==> run_1/drive_strength.png <==
Scale bar: 20 um.
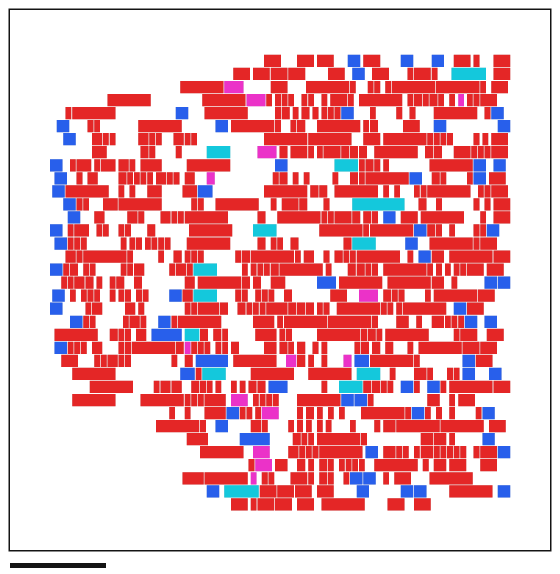
==> run_1/final_clocks.png <==
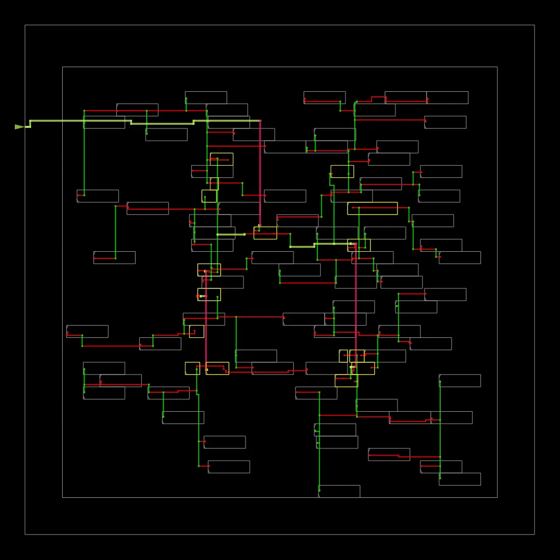
==> run_1/clock_map.png <==
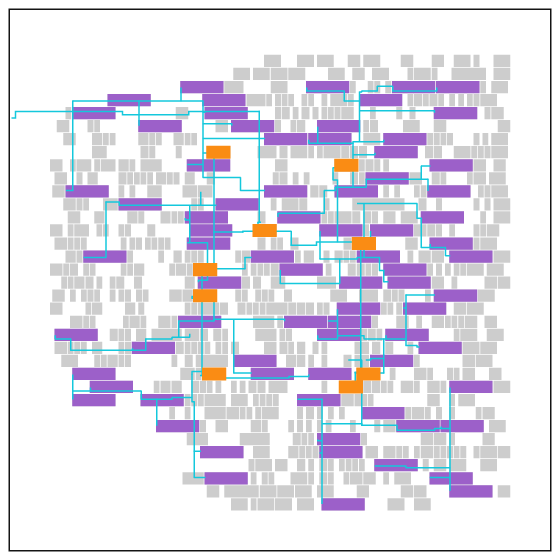
File: config.mk
export PLATFORM = sky130hd
export DESIGN_NAME = noc_local_injector
export DESIGN_NICKNAME = d
export VERILOG_FILES = /design/src/rtl/noc_local_injector_pkg.sv /design/src/rtl/noc_local_injector_vc_select.sv /design/src/rtl/noc_local_injector.sv
export SDC_FILE = /design/constraint.sdc
export NUM_CORES = 1
export LEC_CHECK = 0
export ABC_AREA = 1
export CAP_MARGIN = 20
export CORE_MARGIN = 8
export CORE_UTILIZATION = 45
export CTS_CLUSTER_DIAMETER = 60
export CTS_CLUSTER_SIZE = 28
export DETAILED_ROUTE_END_ITERATION = 12
export HOLD_SLACK_MARGIN = 0.03
export PLACE_DENSITY = 0.76
export SYNTH_ARGS = -nofsm -noshare
export SYNTH_HDL_FRONTEND = slang
export SYNTH_SLANG_ARGS = --single-unit
File: constraint.sdc
create_clock -name noc_clk -period 3.1 [get_ports noc_clk]
set_clock_uncertainty 0.2 [all_clocks]
set_input_delay 0.31 -clock noc_clk [delete_from_list [all_inputs] [get_ports noc_clk]]
set_output_delay 0.31 -clock noc_clk [all_outputs]
set_load 0.1 [all_outputs]
File: src/rtl/noc_local_injector_pkg.sv
// Shared NoC definitions: node/VC sizing, flit layout and injector state encoding.
package Noc_parameters;

  localparam int Noc_VC_Channel      = 4;
  localparam int Noc_ID_X_Width      = 4;
  localparam int Noc_ID_Y_Width      = 4;
  localparam int Noc_Flit_Body_Width = 32;

  // Head flit layout, LSB first: len (8 bits reserved), src_y, src_x, dst_y, dst_x.
  localparam int Noc_Head_Len_Width  = 8;
  localparam int Noc_Head_Len_Ofs    = 0;
  localparam int Noc_Head_Src_Y_Ofs  = Noc_Head_Len_Ofs + Noc_Head_Len_Width;
  localparam int Noc_Head_Src_X_Ofs  = Noc_Head_Src_Y_Ofs + Noc_ID_Y_Width;
  localparam int Noc_Head_Dst_Y_Ofs  = Noc_Head_Src_X_Ofs + Noc_ID_X_Width;
  localparam int Noc_Head_Dst_X_Ofs  = Noc_Head_Dst_Y_Ofs + Noc_ID_Y_Width;

  typedef enum logic [1:0] {
    FT_HEAD   = 2'd0,
    FT_BODY   = 2'd1,
    FT_TAIL   = 2'd2,
    FT_SINGLE = 2'd3
  } flit_type_e;

  typedef struct packed {
    flit_type_e                     ftype;
    logic [Noc_Flit_Body_Width-1:0] body;
  } Noc_flit_t;

  typedef enum logic [1:0] {
    IDLE  = 2'd0,
    VCSEL = 2'd1,
    HEAD  = 2'd2,
    BODY  = 2'd3
  } injector_state_e;

endpackage

File: src/rtl/noc_local_injector_vc_select.sv
// Combinational lowest-index picker over the per-VC ready vector.
module noc_vc_select #(
  parameter int CHANNELS = 4,
  parameter int VC_W     = 2
) (
  input  logic [CHANNELS-1:0] vc_ready,
  output logic [CHANNELS-1:0] grant,
  output logic [VC_W-1:0]     grant_idx,
  output logic                any_ready
);

  // Scan from the top down so the lowest set bit is the last one to win.
  always_comb begin
    grant     = '0;
    grant_idx = '0;
    for (int i = CHANNELS - 1; i >= 0; i--) begin
      if (vc_ready[i]) begin
        grant     = '0;
        grant[i]  = 1'b1;
        grant_idx = i[VC_W-1:0];
      end
    end
  end

  assign any_ready = |vc_ready;

endmodule

File: src/rtl/noc_local_injector.sv
// Packetizes core descriptors and payload words into head/body/tail flits
// and drives them on one free virtual channel of a router local port.
module noc_local_injector
  import Noc_parameters::*;
#(
  parameter int CHANNELS  = Noc_VC_Channel,
  parameter int PAYLOAD_W = 32,
  parameter int LEN_W     = 4
) (
  input  logic                      noc_clk,
  input  logic                      noc_rst,
  input  logic [Noc_ID_X_Width-1:0] id_x,
  input  logic [Noc_ID_Y_Width-1:0] id_y,
  input  logic                      pkt_valid,
  output logic                      pkt_ready,
  input  logic [Noc_ID_X_Width-1:0] pkt_dst_x,
  input  logic [Noc_ID_Y_Width-1:0] pkt_dst_y,
  input  logic [LEN_W-1:0]          pkt_len,
  input  logic                      data_valid,
  output logic                      data_ready,
  input  logic [PAYLOAD_W-1:0]      data,
  output logic [CHANNELS-1:0]       flit_valid,
  output Noc_flit_t                 flit,
  input  logic [CHANNELS-1:0]       flit_ready,
  input  logic [CHANNELS-1:0]       vc_ready,
  output logic                      busy,
  output logic [15:0]               pkt_count
);

  localparam int VC_W = (CHANNELS > 1) ? $clog2(CHANNELS) : 1;
  localparam logic [LEN_W-1:0] LEN_ONE = LEN_W'(1);

  injector_state_e           state;
  logic [Noc_ID_X_Width-1:0] dst_x_q;
  logic [Noc_ID_Y_Width-1:0] dst_y_q;
  logic [LEN_W-1:0]          len_q;
  logic [LEN_W-1:0]          remain;
  logic [VC_W-1:0]           vc;
  logic [CHANNELS-1:0]       vc_onehot;
  logic                      out_full;
  logic                      pkt_ready_q;

  logic [CHANNELS-1:0]       sel_grant;
  logic [VC_W-1:0]           sel_idx;
  logic                      sel_any;
  logic                      flit_xfer;
  logic                      data_xfer;
  Noc_flit_t                 head_flit;
  Noc_flit_t                 data_flit;

  noc_vc_select #(
    .CHANNELS (CHANNELS),
    .VC_W     (VC_W)
  ) u_vc_select (
    .vc_ready  (vc_ready),
    .grant     (sel_grant),
    .grant_idx (sel_idx),
    .any_ready (sel_any)
  );

  assign pkt_ready  = pkt_ready_q;
  assign busy       = (state != IDLE);
  assign flit_valid = out_full ? vc_onehot : '0;
  assign flit_xfer  = out_full & flit_ready[vc];
  // Once the tail word is loaded (remain hits 0) no further words are taken.
  assign data_ready = (state == BODY) && (remain != '0) && (!out_full || flit_ready[vc]);
  assign data_xfer  = data_valid & data_ready;

  always_comb begin
    head_flit.ftype = (len_q == '0) ? FT_SINGLE : FT_HEAD;
    head_flit.body  = '0;
    head_flit.body[Noc_Head_Dst_X_Ofs +: Noc_ID_X_Width] = dst_x_q;
    head_flit.body[Noc_Head_Dst_Y_Ofs +: Noc_ID_Y_Width] = dst_y_q;
    head_flit.body[Noc_Head_Src_X_Ofs +: Noc_ID_X_Width] = id_x;
    head_flit.body[Noc_Head_Src_Y_Ofs +: Noc_ID_Y_Width] = id_y;
    head_flit.body[Noc_Head_Len_Ofs +: LEN_W]            = len_q;

    data_flit.ftype = (remain == LEN_ONE) ? FT_TAIL : FT_BODY;
    data_flit.body  = '0;
    data_flit.body[PAYLOAD_W-1:0] = data;
  end

  // The output register holds a flit until its transfer; out_full is its valid.
  always_ff @(posedge noc_clk or posedge noc_rst) begin
    if (noc_rst) begin
      state       <= IDLE;
      dst_x_q     <= '0;
      dst_y_q     <= '0;
      len_q       <= '0;
      remain      <= '0;
      vc          <= '0;
      vc_onehot   <= '0;
      out_full    <= 1'b0;
      pkt_ready_q <= 1'b0;
      flit        <= '0;
      pkt_count   <= '0;
    end else begin
      case (state)
        IDLE: begin
          pkt_ready_q <= 1'b1;
          if (pkt_valid && pkt_ready_q) begin
            dst_x_q     <= pkt_dst_x;
            dst_y_q     <= pkt_dst_y;
            len_q       <= pkt_len;
            remain      <= pkt_len;
            pkt_ready_q <= 1'b0;
            state       <= VCSEL;
          end
        end
        VCSEL: begin
          if (sel_any) begin
            vc        <= sel_idx;
            vc_onehot <= sel_grant;
            flit      <= head_flit;
            out_full  <= 1'b1;
            state     <= HEAD;
          end
        end
        HEAD: begin
          if (flit_xfer) begin
            out_full <= 1'b0;
            if (len_q == '0) begin
              pkt_count   <= pkt_count + 16'd1;
              pkt_ready_q <= 1'b1;
              state       <= IDLE;
            end else begin
              state <= BODY;
            end
          end
        end
        BODY: begin
          if (data_xfer) begin
            flit     <= data_flit;
            out_full <= 1'b1;
            remain   <= remain - LEN_ONE;
          end else if (flit_xfer) begin
            out_full <= 1'b0;
          end
          if (flit_xfer && (flit.ftype == FT_TAIL)) begin
            pkt_count   <= pkt_count + 16'd1;
            pkt_ready_q <= 1'b1;
            state       <= IDLE;
          end
        end
        default: state <= IDLE;
      endcase
    end
  end

endmodule
==> results_slide.txt, run 1 <==
Implementation Results

Outcome
  – Outcome: finished clean

Final layout
  – Number of fill cells: 779
  – Clk tree area frac: 3.59%
  – Seq area share: 34.4%
  – Invs w/o clock: 41
  – Nets: 744
  – Final-layout non-clock buffer area share: 20.5%
  – Register Area: 1900 um^2
  – Mi-comb count: 416
  – Reg with most FFs: flit
  – Biggest regs: flit: 34 flops, pkt_count: 16 flops
  – Share of layout cells above drive strength 1: 14.3%
  – Most numerous logic cell after layout: nand2_1
  – Largest class: logic gates
  – Top Layout Cells: nand2_1, dfrtp_1, clkdlybuf4s50_1, buf_4, nand3_1
  – Final core utilization: 60.5%
  – Largest register FFs: 34
  – Ant diodes: 0
  – Comb gate area: 2010 um^2
  – Cell Count, Final, Fillers Out: 787
  – Combinational share of cell area: 36.2%

Power and ir drop
  – Switching power share of the total: 58.5%
  – Total power: 6.51 mW
  – Leakage: 2.86 nW
  – Pwr dens: 1180 nW/um^2
  – Largest power group: combinational cells
  – Comb. pwr: 4.11 mW
  – Seq pwr share: 25.1%
  – Gate power share: 63.1%
  – Internal power: 2.70 mW
  – Switching pwr: 3.81 mW
  – Worst vdd ir: 470 uV

Setup path
  – Crit path required time: 3130 ps
  – Startpoint types: flip-flop
  – R2R Path Start: state[0]
  – Critical path origin: state[0]
  – Peak per-stage delay on the critical path: 420 ps
  – Critical-path cell list: ha_1 > inv_1 > buf_4 > nor2_1 > nand3_2 > nand2_4 > nand2_4 > nand2_1 > nand2_1
  – CP Capture Type: flip-flop
  – WS Path Type: flip-flop to flip-flop
  – Critical-path top delay cell: dfrtp_1
  – Worst reg-to-reg path cell count: 9
  – Cell family with most CP delay: simple AND/OR/NAND/NOR gates
  – Worst R2R Setup Slack: 780 ps
  – CP Buf/Inv Count: 2
  – Critical path depth in cells: 9
  – Crit-path max FO: 35
  – Crit path to: flit[22]
  – RR Endpoint: flit[22]
  – Critical Path AT: 2340 ps

Clocking
  – Deepest clock path buffer count: 2
  – CTS Hold Bufs: 0
  – Clock slew at reported path FFs: 100 ps
  – CTS tree: built
  – Post-CTS Resized: 0
  – Maximum level of the CTS H-tree: 3
  – Root Buffer: clkbuf_8
  – Setup Buffers After CTS: 0

Drt
  – Vias/cell: 5.15
  – Vias: 4055
  – ANT nets after route: 0
  – DR iter-0 viols: 176
  – DRC Markers: 0
  – Avg WL per Cell: 14.6 um
  – DR pass1 iterations: 5
  – Post-Route WL: 11500 um

STA
  – Final Hold Violating Endpoints: 0
  – RSZ-0062 raised after global routing: false
  – Post-layout period usage of the worst path: 74.7%
  – Fmax achieved: 0.432 GHz
  – Fin. max-slew vios: 0
  – Tmin final: 2320 ps
  – Total negative slack: 0 ps
  – Actual slew at the worst max-slew pin: 730 ps
  – Normalized max-slew margin: 51.2%
  – Endpoints failing setup: 0

Global route
  – Vias in the first global route: 3911
  – Largest net degree at the start of global routing: 77
  – Remaining Overflow, GRT: 0
  – Initial antenna violation count: 0
  – All-Layer GR Usage: 18.2%
  – First-pass GRT wire length: 19100 um

Logic synthesis
  – Chip Area, Yosys: 4200 um^2
  – Most used flip-flop cell: dfrtp_1
  – Synthesized area: 4200 um^2
  – Synth cell types: 28
  – Ys cells: 558
  – FA/HA/MAJ Cells, Area Fraction: 2.68%
  – Ys Warns: 0
  – Mapped Cells: 558
  – Mapped Nets: 631
  – Basic Gates by Area: 37.6%
  – AO/OA Area Share: 4.59%
  – Xor/xnor share: 1.67%
  – Mux cell area share: 1.07%
  – Flip-flops with a built-in enable: 0
  – Sequential area share after synthesis: 45.3%
  – Largest logic family: simple AND/OR/NAND/NOR gates
  – Async set or reset register ratio after synthesis: 100%
  – Synth flops: 76

Placement
  – GPL Wtd Cong: 0.871
  – Post-DP HPWL: 8270 um
  – Placed insts: 771
  – I/O Buffers: 120
  – Dpl ws: 732 ps
  – Placed Area: 5340 um^2

Floorplanning
  – TAP cells: 111
  – Die Area: 12700 um^2
  – FP Util: 45.9%
  – Die height: 113 um
  – # IOs: 121
  – DIE WIDTH: 113 um
  – Core area: 9150 um^2

Worst hold path
  – Hold Path Class: input port to async pin

Run
  – Max-cap violations: 0
  – Log Warnings: 32
Back to the opening pictures, drive_strength.png:
size	colour	cells	share	most used
drive 3 to 4	blue	70	10%	buf_4
drive 6 and up	cyan	13	1.9%	clkbuf_8
drive 2	magenta	14	2.1%	mux2_2
drive 1 or less	red	579	86%	nand2_1
Area growth, synth to finish: 31.7%
worst setup margin: 784 ps
Finished Cell Area: 5540 um^2
Non-clk bufs: 127

Back to the opening pictures, final_clocks.png:
P_clk: 0.770 mW
clk sinks: 76
CTS Buf Count: 9
# clk buffers: 9
sequential cells: 76

Back to the opening pictures, clock_map.png:
[flip-flops] purple | count: 76
[cells driving clock nets] orange | count: 9
[clock wires] cyan | length: 997 um
routed clock nets	10
Clock power frac: 11.8%
clk_lat worst skew: 350 ps

run 1: synthesized netlist by cell type, types with 3 or more instances:
cell | instances | area, um^2
nand2_1 | 241 | 905
dfrtp_1 | 76 | 1900
nand3_1 | 40 | 200
inv_1 | 39 | 146
nor2_1 | 31 | 116
nand4_1 | 26 | 163
o21ai_0 | 20 | 100
a21oi_1 | 12 | 60.1
nand3b_1 | 12 | 90.1
ha_1 | 9 | 113
buf_2 | 8 | 40.0
clkbuf_1 | 8 | 30.0
xor2_1 | 5 | 43.8
buf_6 | 4 | 45.0
mux2_2 | 4 | 45.0
buf_4 | 3 | 22.5
nand3_2 | 3 | 30.0
xnor2_1 | 3 | 26.3
run 1: layer usage:
metal	routed length (um)	track usage [%]
met4	72	5.04
met2	5310	28.9
met5	0	0
met1	5320	24.5
met3	756	4.13
==> inputs of run 2 (changes only) <==
Settings changed: CORE_UTILIZATION 45 to 43.
Clock period 3.1 ns to 2.05 ns, I/O delays scaled along.
==> run_2/clock_map.png <==
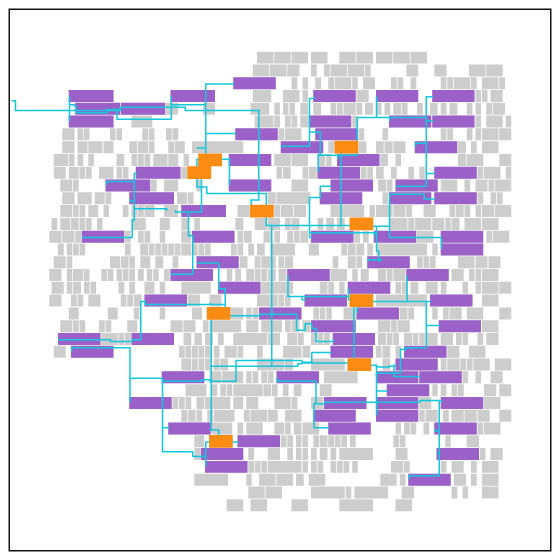
[cells driving clock nets] orange | count: 9
[flip-flops] purple | count: 76
[clock wires] cyan | length: 979 um
routed clock nets	10
Clock power frac: 13.0%
P_clk: 1.37 mW

==> run 2 against run 1 <==
Register-to-register slack worse by 600 ps. Hold slack better by 80 ps. Largest power group unchanged. Worst setup slack worse by 700 ps. Power up 63%. Critical endpoint is now data_ready. Clock power up 78%.
==> results_slide.txt, run 2 <==
Implementation Results

Power and ir drop
  – Gate power share: 63.5% (+0.4 points)
  – Switching pwr: 5.92 mW (+55%)
  – Seq pwr share: 23.6% (-1.5 points)
  – Largest power group: combinational cells
  – Internal power: 4.68 mW (+73%)
  – Total power: 10.6 mW (+63%)
  – Sequential-cell power consumption: 2.50 mW
  – Switching power share of the total: 55.9% (-2.6 points)
  – Worst vdd ir: 756 uV (+61%)
  – Pwr dens: 1810 nW/um^2 (+54%)
  – Comb. pwr: 6.73 mW (+64%)
  – Leakage: 2.95 nW (+3.2%)

STA
  – Fmax achieved: 0.510 GHz
  – Tmin final: 1960 ps
  – Normalized max-slew margin: 70.4% (+19 points)
  – Endpoints failing setup: 0 (unchanged)
  – Fin. max-slew vios: 0 (unchanged)
  – Post-layout period usage of the worst path: 95.7%
  – RSZ-0062 raised after global routing: false
  – Total negative slack: 0 ps (unchanged)
  – Actual slew at the worst max-slew pin: 443 ps (-287 ps)
  – Final Hold Violating Endpoints: 0 (unchanged)

Run
  – Log Warnings: 33 (+3.1%)
  – Max-cap violations: 0 (unchanged)

Setup path
  – Critical path origin: state[0]
  – Crit path to: data_ready
  – RR Endpoint: flit[5]
  – Startpoint types: flip-flop
  – Crit path required time: 1640 ps (-1490 ps)
  – WS Path Type: flip-flop to output port
  – Critical Path AT: 1560 ps (-780 ps)
  – Worst reg-to-reg path cell count: 6 (-3)
  – CP Capture Type: output port
  – Crit-path max FO: 5 (-86%)
  – Worst R2R Setup Slack: 180 ps (-600 ps)

Global route
  – GR Util met1: 23.3% (-1.2 points)
  – Vias in the first global route: 4019 (+2.8%)
  – GRT met2 Usage: 29.8% (+0.92 points)
  – Remaining Overflow, GRT: 0 (unchanged)
  – All-Layer GR Usage: 18.0% (-0.21 points)
  – Global routing usage on met3: 3.62% (-0.51 points)
  – Busiest layer in global routing: met2
  – First-pass GRT wire length: 19500 um (+2.0%)
  – Largest net degree at the start of global routing: 35 (-55%)
  – Initial antenna violation count: 0 (unchanged)

Floorplanning
  – TAP cells: 133 (+20%)
  – # IOs: 121 (unchanged)
  – DIE WIDTH: 115 um (+2.0%)
  – Core area: 9640 um^2 (+5.3%)
  – Die height: 115 um (+2.0%)
  – Die Area: 13200 um^2 (+4.0%)
  – FP Util: 43.6% (-2.3 points)

Logic synthesis
  – Synthesized area: 4200 um^2 (unchanged)
  – Async set or reset register ratio after synthesis: 100% (unchanged)
  – Most used flip-flop cell: dfrtp_1
  – Area share, top type: 45.3% (unchanged)
  – Synth cell types: 28 (unchanged)
  – Top cells, area: dfrtp_1, nand2_1, nand3_1
  – Synth top cells by count: nand2_1, dfrtp_1, nand3_1, inv_1, nor2_1
  – Sequential area share after synthesis: 45.3% (unchanged)
  – Most common cell in the netlist: nand2_1
  – Mapped Nets: 631 (unchanged)
  – Ys cells: 558 (unchanged)
  – Mapped Cells: 558 (unchanged)
  – Post-synth top area cell: dfrtp_1
  – Ys Warns: 0 (unchanged)
  – Synth flops: 76 (unchanged)
  – Flip-flops with a built-in enable: 0 (unchanged)
  – Chip Area, Yosys: 4200 um^2 (unchanged)

Drt
  – Vias/cell: 5.03 (-2.5%)
  – DR pass1 iterations: 4 (-1)
  – Vias: 4131 (+1.9%)
  – Top Layer Used: met4
  – ANT nets after route: 0 (unchanged)
  – DRC Markers: 0 (unchanged)
  – Wl on met1: 5220 um (-1.7%)
  – Met3 WL post-DR: 987 um (+31%)
  – Avg WL per Cell: 14.5 um (-0.50%)
  – Met2 wire length: 5570 um (+4.9%)
  – Post-Route WL: 11900 um (+3.9%)
  – DR iter-0 viols: 237 (+35%)

Final layout
  – Number of fill cells: 863 (+11%)
  – Largest class: logic gates
  – Seq area share: 32.6% (-1.7 points)
  – Mi-comb count: 416 (unchanged)
  – Nets: 758 (+1.9%)
  – Register Area: 1910 um^2 (+0.66%)
  – Reg with most FFs: flit
  – Area growth, synth to finish: 39.6%
  – Sequential cells: 76 (unchanged)
  – # clk buffers: 9 (unchanged)
  – Most numerous logic cell after layout: nand2_1
  – Ant diodes: 0 (unchanged)
  – Combinational share of cell area: 34.9% (-1.4 points)
  – Biggest regs: flit: 34 flops, pkt_count: 16 flops
  – Largest register FFs: 34 (unchanged)
  – Clk tree area frac: 4.05% (+0.46 points)
  – Finished Cell Area: 5860 um^2 (+5.9%)
  – Final core utilization: 60.8% (+0.36 points)
  – Invs w/o clock: 41 (unchanged)
  – Final-layout non-clock buffer area share: 22.9% (+2.4 points)
  – Top Layout Cells: nand2_1, buf_4, dfrtp_1, clkdlybuf4s50_1, nand3_1
  – Non-clk bufs: 141 (+11%)
  – Share of layout cells above drive strength 1: 18.4% (+4.1 points)
  – Comb gate area: 2040 um^2 (+1.9%)

Clocking
  – CTS Hold Bufs: 1 (+1)
  – Maximum level of the CTS H-tree: 3 (unchanged)
  – CTS tree: built
  – Clk_lat worst skew: 350 ps (about the same)
  – CTS Buf Count: 9 (unchanged)
  – Clock slew at reported path FFs: 80 ps (-20 ps)
  – Root Buffer: clkbuf_8
  – Setup Buffers After CTS: 4 (+4)
  – Deepest clock path buffer count: 2 (unchanged)
  – Clk sinks: 76 (unchanged)
  – Post-CTS Resized: 2 (+2)

Placement
  – Post-DP HPWL: 8690 um (+5.0%)
  – GPL Wtd Cong: 0.849 (-2.5%)
  – Placed Area: 5550 um^2 (+3.9%)
  – I/O Buffers: 120 (unchanged)

Worst hold path
  – Hold Path Class: input port to flip-flop

Outcome
  – Outcome: finished clean
==> run 2: kinds of logic after synthesis <==
| family | after synthesis | synth area share (%) |
|---|---|---|
| AOI/OAI and AO/OA | 35 | 4.59 |
| xor gates and xnor gates | 8 | 1.67 |
| adders and majority gates | 9 | 2.68 |
| buffers and inverters | 66 | 7.12 |
| DFF | 76 | 45.3 |
| muxes | 4 | 1.07 |
| and+or+nand+nor | 360 | 37.6 |
==> run 2: per-stage QoR <==
step	setup WS, ps	cells	hold WS [ps]
after detailed placement	7.94	801	259
after global placement	116	801	257
after global routing	10.7	822	259
final	88.7	822	256
after CTS	0.745	821	248
after floorplan	-16.9	558	117
==> run 2: critical path, stage by stage, from the launching register on <==
cell,delay (ps)
dfrtp_1,430
ha_2,230
inv_1,100
nor3_4,240
buf_12,200
Power is estimated from default activity; no workload was simulated.
